Figure 1. Metal 1 (run 1).
Cells faint in the background.
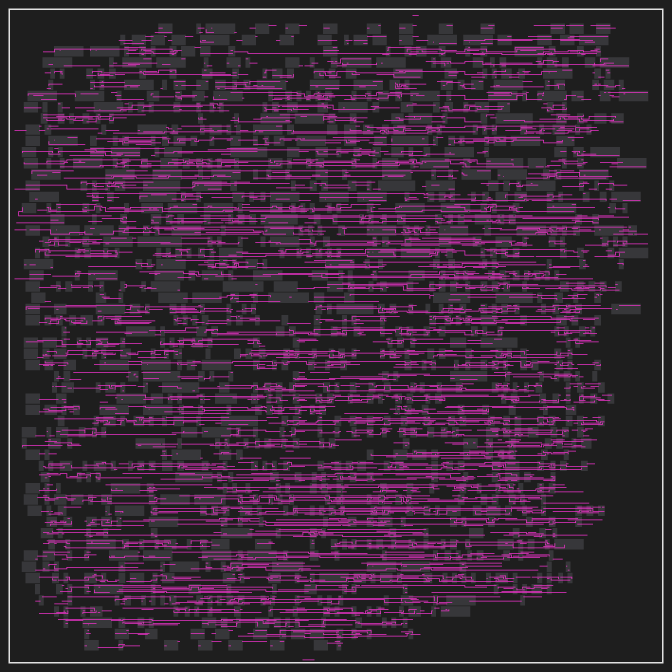
Figure 2. The metal 2 layer (run 1).
Bar = 50 um.
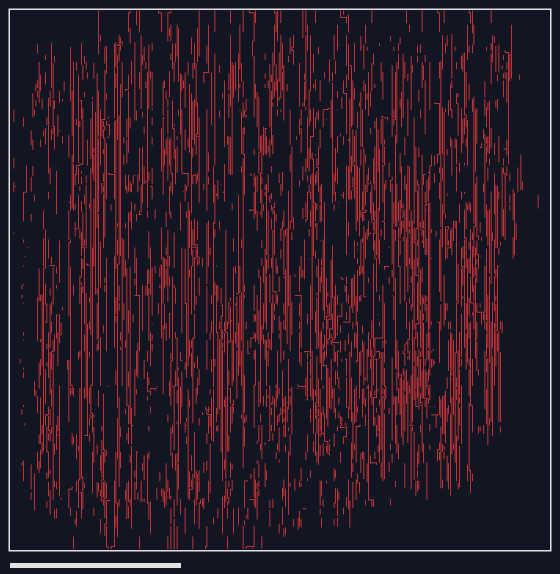
Figure 3. Met3 routing (run 1).
Bar = 50 um.
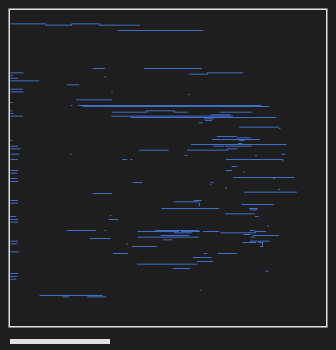
--- src/rtl/itof_pkg.sv ---
// Shared constants and rounding helper for the integer-to-binary32 converter.
package itof_pkg;

    localparam int FP32_BIAS  = 127;
    localparam int FP32_EXP_W = 8;
    localparam int FP32_MAN_W = 23;

    typedef enum logic [1:0] {
        RM_RNE = 2'b00,
        RM_RTZ = 2'b01,
        RM_RDN = 2'b10,
        RM_RUP = 2'b11
    } rm_e;

    // Decides whether the truncated mantissa must be bumped by one ulp.
    function automatic logic round_inc(input rm_e rm, input logic sign, input logic lsb,
                                       input logic guard, input logic sticky);
        logic inc;
        inc = 1'b0;
        case (rm)
            RM_RNE: inc = guard & (sticky | lsb);
            RM_RTZ: inc = 1'b0;
            RM_RDN: inc = sign & (guard | sticky);
            RM_RUP: inc = ~sign & (guard | sticky);
        endcase
        return inc;
    endfunction

endpackage

--- src/rtl/itof_lzc.sv ---
// Leading-one detector: reports the index of the most significant set bit.
module itof_lzc #(
    parameter  int WIDTH = 32,
    localparam int PW    = (WIDTH > 1) ? $clog2(WIDTH) : 1
) (
    input  logic [WIDTH-1:0] data,
    output logic [PW-1:0]    pos,
    output logic             zero
);

    // Later (higher) set bits override earlier ones, leaving the topmost index.
    always_comb begin
        pos = '0;
        for (int i = 0; i < WIDTH; i++) begin
            if (data[i]) begin
                pos = PW'(i);
            end
        end
    end

    assign zero = ~|data;

endmodule

--- src/rtl/itof_pipe.sv ---
// Three-stage integer to IEEE-754 binary32 converter with a single global stall.
module itof_pipe
    import itof_pkg::*;
#(
    parameter int IN_W      = 32,
    parameter bit SIGNED_IN = 1'b1
) (
    input  logic            clk,
    input  logic            rstn,
    input  logic            in_valid,
    output logic            in_ready,
    input  logic [IN_W-1:0] in_x,
    input  logic [1:0]      in_rm,
    output logic            out_valid,
    input  logic            out_ready,
    output logic [31:0]     out_y,
    output logic            out_inexact
);

    localparam int PW = $clog2(IN_W);
    localparam int SW = PW + 1;
    localparam int EW = IN_W + 24;
    localparam int MW = FP32_MAN_W;
    localparam int XW = FP32_EXP_W;

    logic en;

    logic            s1_valid;
    logic            s1_sign;
    logic [IN_W-1:0] s1_mag;
    rm_e             s1_rm;

    logic            s2_valid;
    logic            s2_sign;
    logic [XW-1:0]   s2_exp;
    logic [IN_W-1:0] s2_frac;
    rm_e             s2_rm;

    logic            x_neg;
    logic [IN_W-1:0] x_mag;

    logic [PW-1:0]   lz_pos;
    logic            lz_zero;
    logic [SW-1:0]   norm_sh;
    logic [IN_W-1:0] norm_frac;
    logic [XW-1:0]   norm_exp;

    logic [EW-1:0]   ext;
    logic [MW-1:0]   mant;
    logic            guard;
    logic            sticky;
    logic            inc;
    logic [MW:0]     mant_sum;
    logic [XW-1:0]   exp_r;
    logic [31:0]     y_next;

    assign en       = !out_valid || out_ready;
    assign in_ready = en;

    // S1: split into sign and magnitude; negation wraps so the most negative value stays correct.
    assign x_neg = SIGNED_IN && in_x[IN_W-1];
    assign x_mag = x_neg ? -in_x : in_x;

    always_ff @(posedge clk) begin
        if (!rstn) begin
            s1_valid <= 1'b0;
            s1_sign  <= 1'b0;
            s1_mag   <= '0;
            s1_rm    <= RM_RNE;
        end else if (en) begin
            s1_valid <= in_valid;
            s1_sign  <= x_neg;
            s1_mag   <= x_mag;
            s1_rm    <= rm_e'(in_rm);
        end
    end

    // S2: shift one past the leading one so only the fraction bits remain, MSB-aligned.
    itof_lzc #(
        .WIDTH(IN_W)
    ) u_lzc (
        .data(s1_mag),
        .pos (lz_pos),
        .zero(lz_zero)
    );

    assign norm_sh   = SW'(IN_W) - {1'b0, lz_pos};
    assign norm_frac = s1_mag << norm_sh;
    assign norm_exp  = lz_zero ? '0 : (XW'(FP32_BIAS) + {{(XW-PW){1'b0}}, lz_pos});

    always_ff @(posedge clk) begin
        if (!rstn) begin
            s2_valid <= 1'b0;
            s2_sign  <= 1'b0;
            s2_exp   <= '0;
            s2_frac  <= '0;
            s2_rm    <= RM_RNE;
        end else if (en) begin
            s2_valid <= s1_valid;
            s2_sign  <= s1_sign;
            s2_exp   <= norm_exp;
            s2_frac  <= norm_frac;
            s2_rm    <= s1_rm;
        end
    end

    // S3: zero padding below the fraction covers narrow inputs where everything is exact.
    assign ext      = {s2_frac, 24'b0};
    assign mant     = ext[EW-1 -: MW];
    assign guard    = ext[EW-1-MW];
    assign sticky   = |ext[EW-2-MW:0];
    assign inc      = round_inc(s2_rm, s2_sign, mant[0], guard, sticky);
    assign mant_sum = {1'b0, mant} + {{MW{1'b0}}, inc};
    assign exp_r    = s2_exp + {{(XW-1){1'b0}}, mant_sum[MW]};
    assign y_next   = {s2_sign, exp_r, mant_sum[MW-1:0]};

    always_ff @(posedge clk) begin
        if (!rstn) begin
            out_valid   <= 1'b0;
            out_y       <= '0;
            out_inexact <= 1'b0;
        end else if (en) begin
            out_valid   <= s2_valid;
            out_y       <= y_next;
            out_inexact <= guard | sticky;
        end
    end

endmodule
--- config.mk ---
export PLATFORM = sky130hd
export DESIGN_NAME = itof_pipe
export DESIGN_NICKNAME = d
export VERILOG_FILES = /design/src/rtl/itof_pkg.sv /design/src/rtl/itof_lzc.sv /design/src/rtl/itof_pipe.sv
export SDC_FILE = /design/constraint.sdc
export NUM_CORES = 1
export LEC_CHECK = 0
export ABC_AREA = 1
export CELL_PAD_IN_SITES_DETAIL_PLACEMENT = 1
export CELL_PAD_IN_SITES_GLOBAL_PLACEMENT = 2
export CORE_MARGIN = 2
export CORE_UTILIZATION = 32
export CTS_BUF_LIST = sky130_fd_sc_hd__clkbuf_8 sky130_fd_sc_hd__clkbuf_16
export CTS_CLUSTER_DIAMETER = 150
export DETAILED_ROUTE_END_ITERATION = 12
export GPL_TIMING_DRIVEN = 0
export PLACE_DENSITY_LB_ADDON = 0.15
export SYNTH_ARGS = -nofsm -noshare
export SYNTH_HDL_FRONTEND = slang
export SYNTH_SLANG_ARGS = --single-unit
--- constraint.sdc ---
create_clock -name clk -period 4.8 [get_ports clk]
set_input_delay 0.96 -clock clk [delete_from_list [all_inputs] [get_ports clk]]
set_output_delay 0.96 -clock clk [all_outputs]
set_load 0.01 [all_outputs]
==> out/metrics.cfg, run 1 <==
[setup_path]
path_max_fanout = 10
cp-startpoint = out_ready
cp.required_ps = 3840
path_class = input pin to output port
reg2reg_from = s1_mag[2]

[yosys]
synthXorXnorAreaFrac_pct = 5.41
synth_adder_area_share_pct = 0.986
synth-simple-area-share_pct = 38.2
top_area_share_pct = 30.0
synth_flops = 114
synthCells = 1187

[clock_tree]
path_clk_slew_ps = 70
htree_levels = 4
post-cts-setup-buffers = 0

[die]
dieArea_sq_um = 25000
die_h_um = 158

[sta]
slew_violations = 0
whs_ps = 457
fin_skew_ps = 14.5
fmax_mhz = 224

[placement]
place_hpwl_mm = 24.1
placed_cells = 1576
placed_area_sq_um = 8710

[drt]
first_pass_iters = 5
drt-met1-wl_mm = 14.6
drt_iter0_drc = 503
ant_nets = 0

[global_routing]
grt_pass1_vias = 8424
grt_max_degree = 17

[final_layout]
num_antenna_cells = 0
layout-drive-gt1-share_pct = 8.29
fillers = 3075
clkbuf_count = 17
reg_top3 = out_y: 32 flops, s1_mag: 32 flops, s2_frac: 32 flops
inv_count = 138
fin_nets = 1321

[worst_hold_path]
hold_path_depth = 2

[status]
outcome = finished clean

[job]
drv_cap = 0
warnings = 26

[pwr]
netSwitchingPower_w = 0.00195
cellLeakagePower_nw = 4.38
power_leader = combinational cells
pg_comb_w = 0.00190

-- Figure 1 (at the start) --
The layer holds 48% of the routed length. The layer carries 14600 um of wire. 1249 nets have wire on it. The wires run mostly horizontal.

-- Figure 2 (at the start) --
The layer carries 13500 um of wire. 1112 nets have wire on it. The layer holds 45% of the routed length.
met2 Resource Use GR: 40.3%
Via Count: 8333
WL final: 30.2 mm

-- Figure 3 (at the start) --
The layer holds 4.7% of the routed length. The longest straight run is 92.9 um.
met3 GRT Util: 4.41%

==> run 1 -> run 2 <==
--- a/config.mk
+++ b/config.mk
@@ -6,10 +6,11 @@
 export NUM_CORES = 1
 export LEC_CHECK = 0
 export ABC_AREA = 1
+export CAP_MARGIN = 30
 export CELL_PAD_IN_SITES_DETAIL_PLACEMENT = 1
 export CELL_PAD_IN_SITES_GLOBAL_PLACEMENT = 2
 export CORE_MARGIN = 2
-export CORE_UTILIZATION = 32
+export CORE_UTILIZATION = 31
 export CTS_BUF_LIST = sky130_fd_sc_hd__clkbuf_8 sky130_fd_sc_hd__clkbuf_16
 export CTS_CLUSTER_DIAMETER = 150
 export DETAILED_ROUTE_END_ITERATION = 12
@@ -17,4 +18,5 @@
 export PLACE_DENSITY_LB_ADDON = 0.15
 export SYNTH_ARGS = -nofsm -noshare
 export SYNTH_HDL_FRONTEND = slang
+export SYNTH_HIERARCHICAL = 1
 export SYNTH_SLANG_ARGS = --single-unit
==> out/metrics.cfg, run 2 <==
[setup_path]
path_class = input pin to output port
path_max_fanout = 19  ; +9
cp-startpoint = out_ready
reg2reg_from = s1_mag[2]

[sta]
slew_violations = 0  ; unchanged
whs_ps = 470  ; +12.9 ps

[pwr]
pg_comb_w = 0.00165  ; -13%
cellLeakagePower_nw = 4.36  ; -0.49%

[final_layout]
fillers = 3286  ; +6.9%
fin_nets = 1428  ; +8.1%

[job]
warnings = 27  ; +3.8%
drv_cap = 0  ; unchanged

[die]
dieArea_sq_um = 26000  ; +3.9%
die_h_um = 161  ; +1.9%

[clock_tree]
post-cts-setup-buffers = 0  ; unchanged
path_clk_slew_ps = 60  ; about the same

[yosys]
synth_adder_area_share_pct = 0.979  ; -0.0071 points
synthXorXnorAreaFrac_pct = 3.51  ; -1.9 points
synth-simple-area-share_pct = 42.5  ; +4.3 points

[global_routing]
grt_pass1_vias = 9119  ; +8.3%
grt_max_degree = 18  ; +1

[drt]
drt-met1-wl_mm = 16.2  ; +11%

[status]
outcome = finished clean

[placement]
place_hpwl_mm = 26.3  ; +9.3%

Figure 4. The metal 2 layer (run 2).
Bar = 50 um.
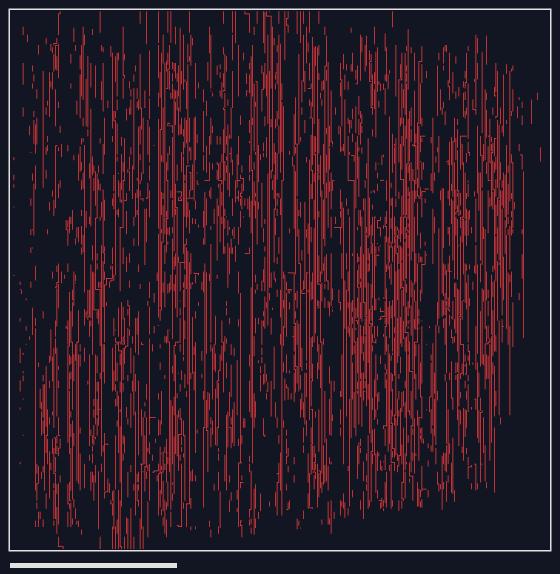
The wires run mostly vertical. The longest straight run is 100 um.
WL final: 33.2 mm
Via Count: 8859
met2 Resource Use GR: 42.0%

Figure 5. Met3 routing (run 2).
Bar = 50 um.
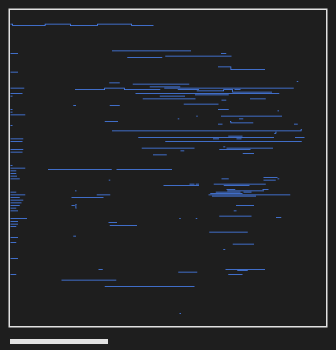
met3 GRT Util: 3.65%

